File: src/rtl/sign_pkg.sv
// Shared constants for the branch/compare condition evaluator: operand width
// and the 4-bit condition opcode encoding.
package sign_pkg;

    localparam int DATA_WIDTH = 32;

    localparam logic [3:0] OP_EQ       = 4'd0;
    localparam logic [3:0] OP_NE       = 4'd1;
    localparam logic [3:0] OP_LTZ      = 4'd2;
    localparam logic [3:0] OP_LEZ      = 4'd3;
    localparam logic [3:0] OP_GTZ      = 4'd4;
    localparam logic [3:0] OP_GEZ      = 4'd5;
    localparam logic [3:0] OP_LT       = 4'd6;
    localparam logic [3:0] OP_LTU      = 4'd7;
    localparam logic [3:0] OP_GE       = 4'd8;
    localparam logic [3:0] OP_GEU      = 4'd9;
    localparam logic [3:0] OP_SAMESIGN = 4'd10;
    localparam logic [3:0] OP_DIFFSIGN = 4'd11;
    localparam logic [3:0] OP_ADDOVF   = 4'd12;
    localparam logic [3:0] OP_SUBOVF   = 4'd13;

endpackage

File: src/rtl/sign_cmp_core.sv
// Combinational condition evaluator: sign tests, equality, signed/unsigned
// ordering and two's-complement add/sub overflow. Zero latency, no flow control.
module sign_cmp_core
    import sign_pkg::*;
#(
    parameter int WIDTH = DATA_WIDTH
) (
    input  logic [3:0]       op,
    input  logic [WIDTH-1:0] rs,
    input  logic [WIDTH-1:0] rt,
    output logic             cond_next
);

    localparam logic signed [WIDTH:0] SMAX = {2'b00, {(WIDTH-1){1'b1}}};
    localparam logic signed [WIDTH:0] SMIN = {2'b11, {(WIDTH-1){1'b0}}};

    // Sign-extended to WIDTH+1 bits so neither result can wrap; the top bit of
    // the difference is the true signed ordering, even at the most-negative value.
    logic signed [WIDTH:0] w_diff;
    logic signed [WIDTH:0] w_sum;
    logic                  w_rs_neg;
    logic                  w_rt_neg;
    logic                  w_rs_zero;
    logic                  w_eq;
    logic                  w_lt;
    logic                  w_ltu;
    logic                  w_add_ovf;
    logic                  w_sub_ovf;

    assign w_diff    = $signed({rs[WIDTH-1], rs}) - $signed({rt[WIDTH-1], rt});
    assign w_sum     = $signed({rs[WIDTH-1], rs}) + $signed({rt[WIDTH-1], rt});
    assign w_rs_neg  = rs[WIDTH-1];
    assign w_rt_neg  = rt[WIDTH-1];
    assign w_rs_zero = (rs == '0);
    assign w_eq      = (w_diff == '0);
    assign w_lt      = w_diff[WIDTH];
    assign w_ltu     = (rs < rt);
    assign w_add_ovf = (w_sum > SMAX) || (w_sum < SMIN);
    assign w_sub_ovf = w_diff[WIDTH] ^ w_diff[WIDTH-1];

    always_comb begin
        cond_next = 1'b0;
        case (op)
            OP_EQ:       cond_next = w_eq;
            OP_NE:       cond_next = !w_eq;
            OP_LTZ:      cond_next = w_rs_neg;
            OP_LEZ:      cond_next = w_rs_neg | w_rs_zero;
            OP_GTZ:      cond_next = !w_rs_neg & !w_rs_zero;
            OP_GEZ:      cond_next = !w_rs_neg;
            OP_LT:       cond_next = w_lt;
            OP_LTU:      cond_next = w_ltu;
            OP_GE:       cond_next = !w_lt;
            OP_GEU:      cond_next = !w_ltu;
            OP_SAMESIGN: cond_next = (w_rs_neg == w_rt_neg);
            OP_DIFFSIGN: cond_next = (w_rs_neg != w_rt_neg);
            OP_ADDOVF:   cond_next = w_add_ovf;
            OP_SUBOVF:   cond_next = w_sub_ovf;
            default:     cond_next = 1'b0;
        endcase
    end

endmodule

File: config.mk
export PLATFORM = sky130hd
export DESIGN_NAME = sign_cmp_core
export DESIGN_NICKNAME = d
export VERILOG_FILES = /design/src/rtl/sign_pkg.sv /design/src/rtl/sign_cmp_core.sv
export SDC_FILE = /design/constraint.sdc
export NUM_CORES = 1
export LEC_CHECK = 0
export CAP_MARGIN = 40
export CELL_PAD_IN_SITES_DETAIL_PLACEMENT = 0
export CELL_PAD_IN_SITES_GLOBAL_PLACEMENT = 2
export CORE_MARGIN = 4
export CORE_UTILIZATION = 32
export DETAILED_ROUTE_END_ITERATION = 8
export PLACE_DENSITY_LB_ADDON = 0.1
export SYNTH_ARGS = -nofsm -noshare
export SYNTH_HDL_FRONTEND = slang
export SYNTH_SLANG_ARGS = --single-unit
File: constraint.sdc
create_clock -name vclk -period 8.6
set_input_delay 1.72 -clock vclk [all_inputs]
set_output_delay 1.72 -clock vclk [all_outputs]
set_load 0.05 [all_outputs]
Figure 1. I/O nets highlighted.
The bar under the picture is 20 µm long.
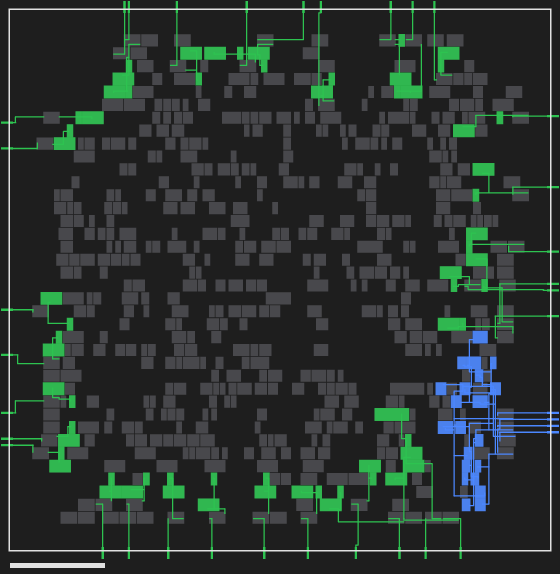
`rt`: shown in green, bits 32, direction input, end cells 65, buffers 32, wire 706 µm. `op`: shown in blue, bits 4, direction input, end cells 21, buffers 4, wire 274 µm.

Figure 2. Signal wires on met1.
Supply wires on this layer in grey.
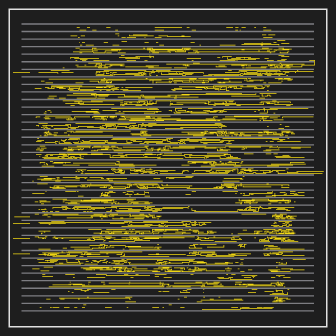
The longest straight run is 44.6 µm. The layer carries 6290 µm of wire.

Figure 3. Routed metal, one colour a layer.
Two of the layers only.
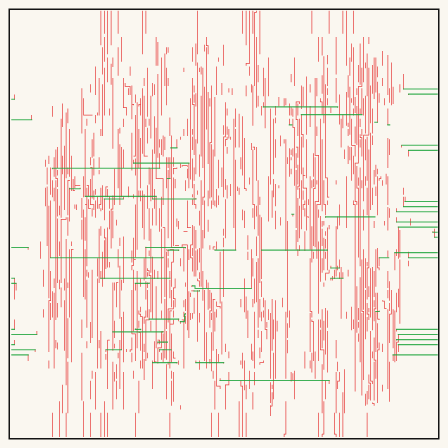
met3: shown in green, wire length 517 µm. met2: shown in red, wire length 6230 µm.
Vias: 4269
GRT Util Overall: 19.8%
mean routed wirelength per cell: 18.1 µm
final WL: 13200 µm

==> impl_metrics.csv <==
group,metric,value,unit
synthesis,ys_sh_xor,3.18,%
worst_setup_path,slowest_delay,730,ps
floorplan,chipHeight,114,µm
worst_setup_path,arrival,6220,ps
worst_setup_path,path_cells,"clkdlybuf4s50_1, ha_1, nand4_1, nor4_1, o2111a_1, o41a_1, nand3_1, a41o_1, a221oi_1, o21ai_0, a2111oi_0, nand3_1, clkdlybuf4s50_1",
pwr,power_density,66.2,nW/µm²
worst_setup_path,crit_cells,13,
worst_setup_path,critPathTopFamily,"AND-OR/OR-AND gates",
pwr,pwr-share-comb,100.0,%
synthesis,common_cells,"65 x inv_1, 64 x ha_1, 45 x a21oi_1",
worst_hold_path,hp-start,"op[0]",
synthesis,avgSynthCellArea,6.66,µm²
floorplan,die_x,114,µm
timing,tightest_slew,692,ps
cells_and_area,flops,0,
timing,whs,5010,ps
worst_setup_path,crit_start,"rs[14]",
detailed_routing,wl_met1,6290,µm
cells_and_area,drive_above_1_share,1.87,%
timing,final_max_slew_viol_count,0,
detailed_routing,ant_nets,0,
cells_and_area,seq_share,0,%
worst_setup_path,start_kind,"input port",
cells_and_area,design_area,4390,µm²
pwr,ir_worst_vdd,0.0249,mV
synthesis,synthTopCellsByArea,"ha_1 22%, inv_1 6.8%, a21oi_1 6.3%",
cells_and_area,num-fill-cells,1230,
worst_setup_path,critPathMaxFanout,12,
global_routing,gr-usage-met2,34.7,%
pwr,p_leak,1.86,nW
synthesis,synth_cells,538,
worst_setup_path,cpMaxStageDelayCell,"clkdlybuf4s50_1",
detailed_routing,dr_wl_met3,516,µm
placement,pre_cts_ws,680,ps
outcome,status,"finished clean",
worst_setup_path,worstSetupPathType,"input port to output port",
pwr,pg_clk,0,mW
worst_hold_path,whs_path_depth,6,
synthesis,synth_cell_types,65,
cells_and_area,comb_share,74.2,%
worst_setup_path,path_buffers,2,
global_routing,grt-ovfl-total,0,
pwr,internal_power,0.119,mW
synthesis,synth.net_count,672,
synthesis,netlist_area,3580,µm²
floorplan,ios,69,
worst_setup_path,worstPathRequired,6880,ps
Power and IR drop assume default switching activity.
